### config.mk
export PLATFORM = sky130hd
export DESIGN_NAME = simon_input_capture
export DESIGN_NICKNAME = d
export VERILOG_FILES = /design/src/rtl/simon_input_capture.sv
export SDC_FILE = /design/constraint.sdc
export NUM_CORES = 1
export LEC_CHECK = 0
export ABC_AREA = 1
export ABC_CLOCK_PERIOD_IN_PS = 2880
export CAP_MARGIN = 20
export CORE_MARGIN = 2
export CORE_UTILIZATION = 38
export CTS_CLUSTER_SIZE = 30
export DETAILED_ROUTE_END_ITERATION = 6
export GPL_TIMING_DRIVEN = 0
export PLACE_DENSITY = 0.64
export REMOVE_ABC_BUFFERS = 1
export SKIP_LAST_GASP = 1
export SYNTH_ARGS = -nofsm -noshare
export SYNTH_HDL_FRONTEND = slang
export SYNTH_SLANG_ARGS = --single-unit
export TNS_END_PERCENT = 30
### constraint.sdc
create_clock -name clk -period 2.88 [get_ports clk]
set_clock_uncertainty 0.15 [all_clocks]
set_input_delay 0.576 -clock clk [delete_from_list [all_inputs] [get_ports clk]]
set_output_delay 0.576 -clock clk [all_outputs]
set_load 0.01 [all_outputs]
### src/rtl/simon_input_capture.sv
// simon_input_capture
// Player-side reader for the Simon colour sequence. The four raw colour
// buttons are synchronised and debounced, each clean single press becomes a
// 2-bit colour code, and the codes are packed into a 32-bit word laid out the
// same way display_state reads it from MEM (colour n at bits [2n+1:2n]).
// The block also reports round completion, inactivity timeout and presses
// where more than one button was held at once.

module simon_input_capture #(
  parameter int DEBOUNCE_CYCLES = 4,
  parameter int TIMEOUT_CYCLES  = 1024,
  parameter int MAX_LEN         = 16
) (
  input  logic        clk,
  input  logic        rst_n,
  input  logic        en,
  input  logic [4:0]  round_len,
  input  logic [3:0]  buttons,
  output logic [31:0] seq_out,
  output logic [1:0]  colour,
  output logic        colour_valid,
  output logic [4:0]  press_count,
  output logic        complete,
  output logic        timed_out,
  output logic        multi_press
);

  localparam int STAB_W  = $clog2(DEBOUNCE_CYCLES + 1);
  localparam int TIMER_W = $clog2(TIMEOUT_CYCLES);

  localparam logic [STAB_W-1:0]  STAB_MAX   = STAB_W'(DEBOUNCE_CYCLES);
  localparam logic [STAB_W-1:0]  STAB_ONE   = STAB_W'(1);
  localparam logic [TIMER_W-1:0] TIMER_LAST = TIMER_W'(TIMEOUT_CYCLES - 1);
  localparam logic [TIMER_W-1:0] TIMER_ONE  = TIMER_W'(1);
  localparam logic [4:0]         LEN_MAX    = 5'(MAX_LEN);

  typedef enum logic [2:0] {
    S_IDLE,
    S_RELEASE,
    S_ARMED,
    S_DONE,
    S_TIMEOUT
  } state_t;

  // Synchroniser stages
  logic [3:0] b_meta_q, b_meta_d;
  logic [3:0] bsync_q,  bsync_d;

  // Debouncer: candidate pattern and how long it has been held
  logic [3:0]        cand_q, cand_d;
  logic [STAB_W-1:0] stab_q, stab_d;

  // Round control
  state_t             state_q, state_d;
  logic [TIMER_W-1:0] timer_q, timer_d;
  logic [31:0]        seq_q, seq_d;
  logic [1:0]         colour_q, colour_d;
  logic               colour_valid_q, colour_valid_d;
  logic [4:0]         press_count_q, press_count_d;
  logic               multi_q, multi_d;

  // Decoded view of the pattern that is (or is becoming) stable
  logic       pat_stable;
  logic       pat_zero;
  logic       pat_single;
  logic [1:0] pat_code;
  logic [4:0] len_clamped;
  logic [3:0] slot;

  // Two-flop synchroniser on the raw buttons; only bsync is used downstream
  always_comb begin
    b_meta_d = buttons;
    bsync_d  = b_meta_q;
  end

  // Track the current synchronised pattern and saturate its run length
  always_comb begin
    cand_d = cand_q;
    stab_d = stab_q;
    if (bsync_q == cand_q) begin
      if (stab_q != STAB_MAX) begin
        stab_d = stab_q + STAB_ONE;
      end
    end else begin
      cand_d = bsync_q;
      stab_d = STAB_ONE;
    end
  end

  // Classify the candidate pattern; decisions are taken on the edge at which
  // the run length reaches its limit so the press is accepted on that edge
  always_comb begin
    pat_stable = (stab_d == STAB_MAX);
    pat_zero   = (cand_d == 4'b0000);
    pat_single = 1'b0;
    pat_code   = 2'd0;
    case (cand_d)
      4'b0001: begin pat_single = 1'b1; pat_code = 2'd0; end
      4'b0010: begin pat_single = 1'b1; pat_code = 2'd1; end
      4'b0100: begin pat_single = 1'b1; pat_code = 2'd2; end
      4'b1000: begin pat_single = 1'b1; pat_code = 2'd3; end
      default: begin pat_single = 1'b0; pat_code = 2'd0; end
    endcase
  end

  // Clamp the requested round length and pick the slot for the next colour
  always_comb begin
    len_clamped = (round_len > LEN_MAX) ? LEN_MAX : round_len;
    slot        = press_count_q[3:0];
  end

  // Round state machine: next state and all registered outputs
  always_comb begin
    state_d        = state_q;
    timer_d        = timer_q;
    seq_d          = seq_q;
    colour_d       = colour_q;
    colour_valid_d = 1'b0;
    press_count_d  = press_count_q;
    multi_d        = multi_q;

    if (!en) begin
      state_d = S_IDLE;
    end else begin
      case (state_q)
        S_IDLE: begin
          seq_d         = 32'd0;
          press_count_d = 5'd0;
          multi_d       = 1'b0;
          timer_d       = '0;
          state_d       = (len_clamped == 5'd0) ? S_DONE : S_RELEASE;
        end

        S_RELEASE: begin
          if (pat_stable && pat_zero) begin
            timer_d = '0;
            state_d = S_ARMED;
          end
        end

        S_ARMED: begin
          timer_d = timer_q + TIMER_ONE;
          if (pat_stable && pat_single) begin
            seq_d[{slot, 1'b0} +: 2] = pat_code;
            colour_d       = pat_code;
            colour_valid_d = 1'b1;
            press_count_d  = press_count_q + 5'd1;
            timer_d        = '0;
            state_d        = (press_count_q + 5'd1 == len_clamped) ? S_DONE : S_RELEASE;
          end else if (pat_stable && !pat_zero) begin
            multi_d = 1'b1;
            timer_d = '0;
            state_d = S_RELEASE;
          end else if (timer_q == TIMER_LAST) begin
            timer_d = timer_q;
            state_d = S_TIMEOUT;
          end
        end

        S_DONE: begin
          state_d = S_DONE;
        end

        S_TIMEOUT: begin
          state_d = S_TIMEOUT;
        end

        default: begin
          state_d = S_IDLE;
        end
      endcase
    end
  end

  // State and datapath registers with asynchronous clear
  always_ff @(posedge clk or negedge rst_n) begin
    if (!rst_n) begin
      b_meta_q       <= 4'b0000;
      bsync_q        <= 4'b0000;
      cand_q         <= 4'b0000;
      stab_q         <= '0;
      state_q        <= S_IDLE;
      timer_q        <= '0;
      seq_q          <= 32'd0;
      colour_q       <= 2'd0;
      colour_valid_q <= 1'b0;
      press_count_q  <= 5'd0;
      multi_q        <= 1'b0;
    end else begin
      b_meta_q       <= b_meta_d;
      bsync_q        <= bsync_d;
      cand_q         <= cand_d;
      stab_q         <= stab_d;
      state_q        <= state_d;
      timer_q        <= timer_d;
      seq_q          <= seq_d;
      colour_q       <= colour_d;
      colour_valid_q <= colour_valid_d;
      press_count_q  <= press_count_d;
      multi_q        <= multi_d;
    end
  end

  // Drive the ports straight from registers and decoded state
  always_comb begin
    seq_out      = seq_q;
    colour       = colour_q;
    colour_valid = colour_valid_q;
    press_count  = press_count_q;
    multi_press  = multi_q;
    complete     = (state_q == S_DONE);
    timed_out    = (state_q == S_TIMEOUT);
  end

endmodule

m3.png
(2 px per um) Cells faint in the background.
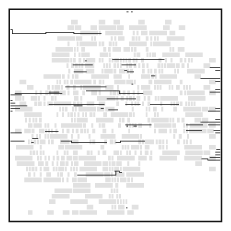
nets with wire on the layer: 49
main direction: horizontal
share of all routed wire: 5.2%
wire length on this layer: 471 um

congestion_map.png
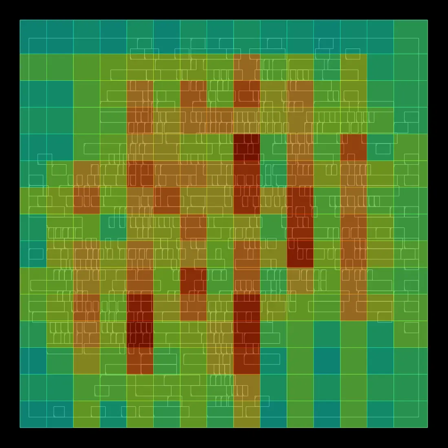
met3 usage: 3.59%
most congested layer reported by global routing: met2
All-Layer GR Usage: 16.8%
Finished Core Util: 48.2%

m4.png
(2 px per um) Cells faint in the background.
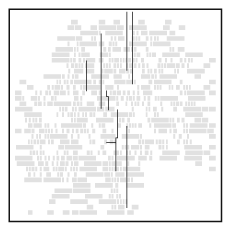
longest straight run: 40.8 um
main direction: vertical
wire length on this layer: 205 um
nets with wire on the layer: 5

==> datasheet_impl.txt <==
Physical implementation characteristics

Parameter                              Value

Final timing
  Fin. Hold Viols    0
  Clock period minus worst slack    2.65 ns
  Worst-margin pin slew    ~1.0 ns
  Period Utilization, post-route    between 90 and 100%

Power and ir drop
  Cell Int Power    between 1.5 and 2 mW
  Worst supply voltage drop on vdd    0.000295 V
  Static leakage    approximately 2.5 nW
  Combinational group power    around 650 uW
  Sequential cell power    between 1 and 1.5 mW
  Reported clock group power    roughly 830 uW
  Sequential fraction of design power    41.3%
  Part of the power in combinational logic    about a quarter
  Top power group    registers
  Pwr dens    about 530 nW/um2

Critical path
  Last element of the critical path    seq_out[25]
  Launch point of the worst path    state_q[2]
  Critical path type    flop to flop
  Crit Reg-Reg Endpoint    seq_out[25]
  Setup slack on the worst flop-to-flop path    between 0.2 and 0.25 ns
  Critical Path Start Type    flop
  Startpoint of the worst register-to-register path    state_q[2]
  Endpoint type of the worst setup path    flop
  Depth of the worst register-to-register path    7
  CP cell instances    nor2_4 -> inv_1 -> nor2_4 -> nand4_4 -> inv_4 -> nand3_1 -> nand2_1

Synthesis
  Share of the synthesized area in the top cell type    around 44%
  Top flip-flop cell by instance count after synthesis    sky130_fd_sc_hd__dfrtp_1
  Post-synth tally of flip-flops with integrated enable    0
  Mean Syn Cell Area    7.55 um2
  FF+latch count, synth    around 69
  Top post-synthesis cells by count    sky130_fd_sc_hd__nand2_1 (175), sky130_fd_sc_hd__nand3_1 (72), sky130_fd_sc_hd__dfrtp_1 (69)
  Cell variety after synth    35
  Synth area leaders    sky130_fd_sc_hd__dfrtp_1 (44%), sky130_fd_sc_hd__nand2_1 (17%), sky130_fd_sc_hd__nand3_1 (9.2%)

Clocking
  Hold buffer count at cts    0
  CTS tree    built
  CTS H-Tree Depth    3
  TritonCTS buffer count    9
  Clock slew at the register clock pins of the worst setup and hold paths    approximately 0.08 ns
  Bufs on Longest Clock Path    2
  Clock sink count    between 60 and 70

Cells and area
  Layout area overhead    21.9%
  Fill cell count    972
  Antenna diode count    0
  Non-filler instance count after layout    708

Placed design
  Number of port buffers    approximately 54
  Cell Count Post-Placement    ~690
  Final Wtd Congestion    0.852
  Dpl hpwl    between 6000 and 7000 um

Route
  Routed len/inst    12.9 um
  Detailed-route DRC error count    0
  Router iterations before antenna repair    5
  Antenna violation net count after detailed routing    0
  Violation tally from detailed-route iteration zero    between 100 and 150

Global route
  Initial antenna violation count    0
  Global-route wire length before repair    around 15000 um
  Pin count of the biggest net entering global routing    70
  GRT Residual Overflow    0

Floorplanning
  Die x size    between 100 and 150 um
  Core utilization before placement    about two fifths
  Num ports    about 55

Outcome
  Result of the run    complete, no violations
m2.png
(4 px per um)
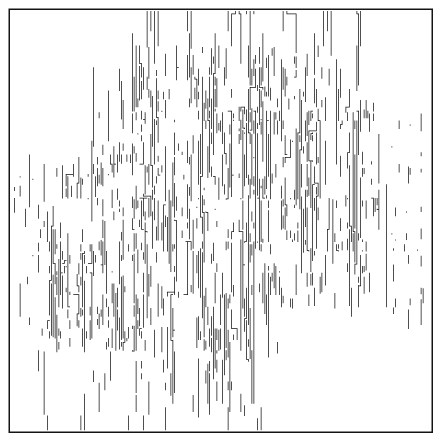
wire length on this layer: 4190 um
nets with wire on the layer: 462
main direction: vertical
share of all routed wire: 46%
longest straight run: 40.5 um
via count: 3478
GR met2 Demand/Resource: 27.3%
total detailed-routing wirelength: 9130 um

m1.png
(4 px per um) Cells faint in the background.
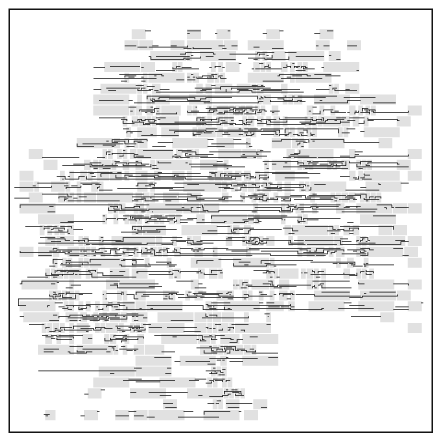
nets with wire on the layer: 534
wire length on this layer: 4270 um
share of all routed wire: 47%
main direction: horizontal

-- per-layer routing --
| layer | GRT usage [%] | share of wire (%) | up-vias | wire length (um) |
|---|---|---|---|---|
| met1 | 22.1 | 47 | 1627 | 4270 |
| met3 | 3.59 | 5.1 | 17 | 470 |
| li1 | - | - | 1747 | - |
| met5 | 0 | 0 | - | 0 |
| met2 | 27.3 | 46 | 87 | 4190 |
| met4 | 6.38 | 2.2 | 0 | 205 |
-- logic make-up after synthesis --
logic type / synth area share, %
buf+inv: 8.78
flops: 44.2
mux: 0.256
xor+xnor: 4.23
simple gates: 38.4
compound gates: 1.89
fa+ha+maj: 2.24
-- cell usage in the layout (no fill, tap or decap), types with 3 or more instances in the layout --
cell type / Yosys / layout
sky130_fd_sc_hd__nand2_1: 175 / 175
sky130_fd_sc_hd__nand3_1: 72 / 72
sky130_fd_sc_hd__dfrtp_1: 69 / 68
sky130_fd_sc_hd__inv_1: 57 / 57
sky130_fd_sc_hd__clkdlybuf4s50_1: 0 / 52
sky130_fd_sc_hd__nor2_1: 41 / 41
sky130_fd_sc_hd__nand4_1: 16 / 16
sky130_fd_sc_hd__xor2_1: 14 / 14
sky130_fd_sc_hd__clkbuf_8: 1 / 11
sky130_fd_sc_hd__o21ai_0: 10 / 10
sky130_fd_sc_hd__ha_1: 7 / 7
sky130_fd_sc_hd__nor3_1: 6 / 6
sky130_fd_sc_hd__nand4_2: 5 / 5
sky130_fd_sc_hd__buf_4: 2 / 5
sky130_fd_sc_hd__xnor2_1: 3 / 3
sky130_fd_sc_hd__nor2_2: 3 / 3
sky130_fd_sc_hd__clkinvlp_4: 0 / 3
-- final cells by class --
class                      instances  area (um2)  area share (%)
clock inverter                     5        58.8            1.24
clock buffer                      11         151            3.18
tap                              133         166            3.50
sequential                        69        1730            36.3
inverter                          60         231            4.86
timing repair buffer              58         567            11.9
multi-input combinational        372        1860            39.0
-- critical path: cells and delay by family, from the launching register on --
kind,cells,cell delay (ns)
flops,1,0.45
buf+inv,2,0.62
simple gates,5,1.36
-- stage by stage --
stage               power (mW)  setup WS, ns  TNS (ns)  util (%)
finish                    2.53         0.229         0      48.2
global route              2.67        0.0180         0      48.2
CTS                       2.52        0.0879         0      47.7
detailed placement        1.68        -0.724    -14.23      45.5
global placement          1.67         -1.24    -98.48      45.6
floorplan                 1.48         0.500         0         -
-- state kept, by name (all words and copies together), names as in the netlist --
| name | flops |
|---|---|
| timer_q | 10 |
| colour_valid | 1 |
| cand_q | 4 |
| seq_out | 32 |
| stab_q | 3 |
| b_meta_q | 4 |
| bsync_q | 4 |
| colour | 2 |
| press_count | 5 |
| state_q | 3 |
| multi_press | 1 |
-- worst min-delay path by stage --
stage                      startpoint     endpoint  cells past startpoint
after detailed placement  b_meta_q[0]   bsync_q[0]                      0
after global routing      b_meta_q[0]   bsync_q[0]                      0
after floorplan                 rst_n  b_meta_q[0]                      0
final                           rst_n   timer_q[7]                      1
after global placement    b_meta_q[1]   bsync_q[1]                      0
after CTS                 b_meta_q[0]   bsync_q[0]                      0
-- repair_timing --
item / in CTS / in global routing
pin swaps: 0 / 2
gates cloned: 0 / 1
resized: 3 / 4
endpoints found under the setup margin: 48 / 46
setup buffers: 0 / 4
Power and IR drop assume default switching activity.
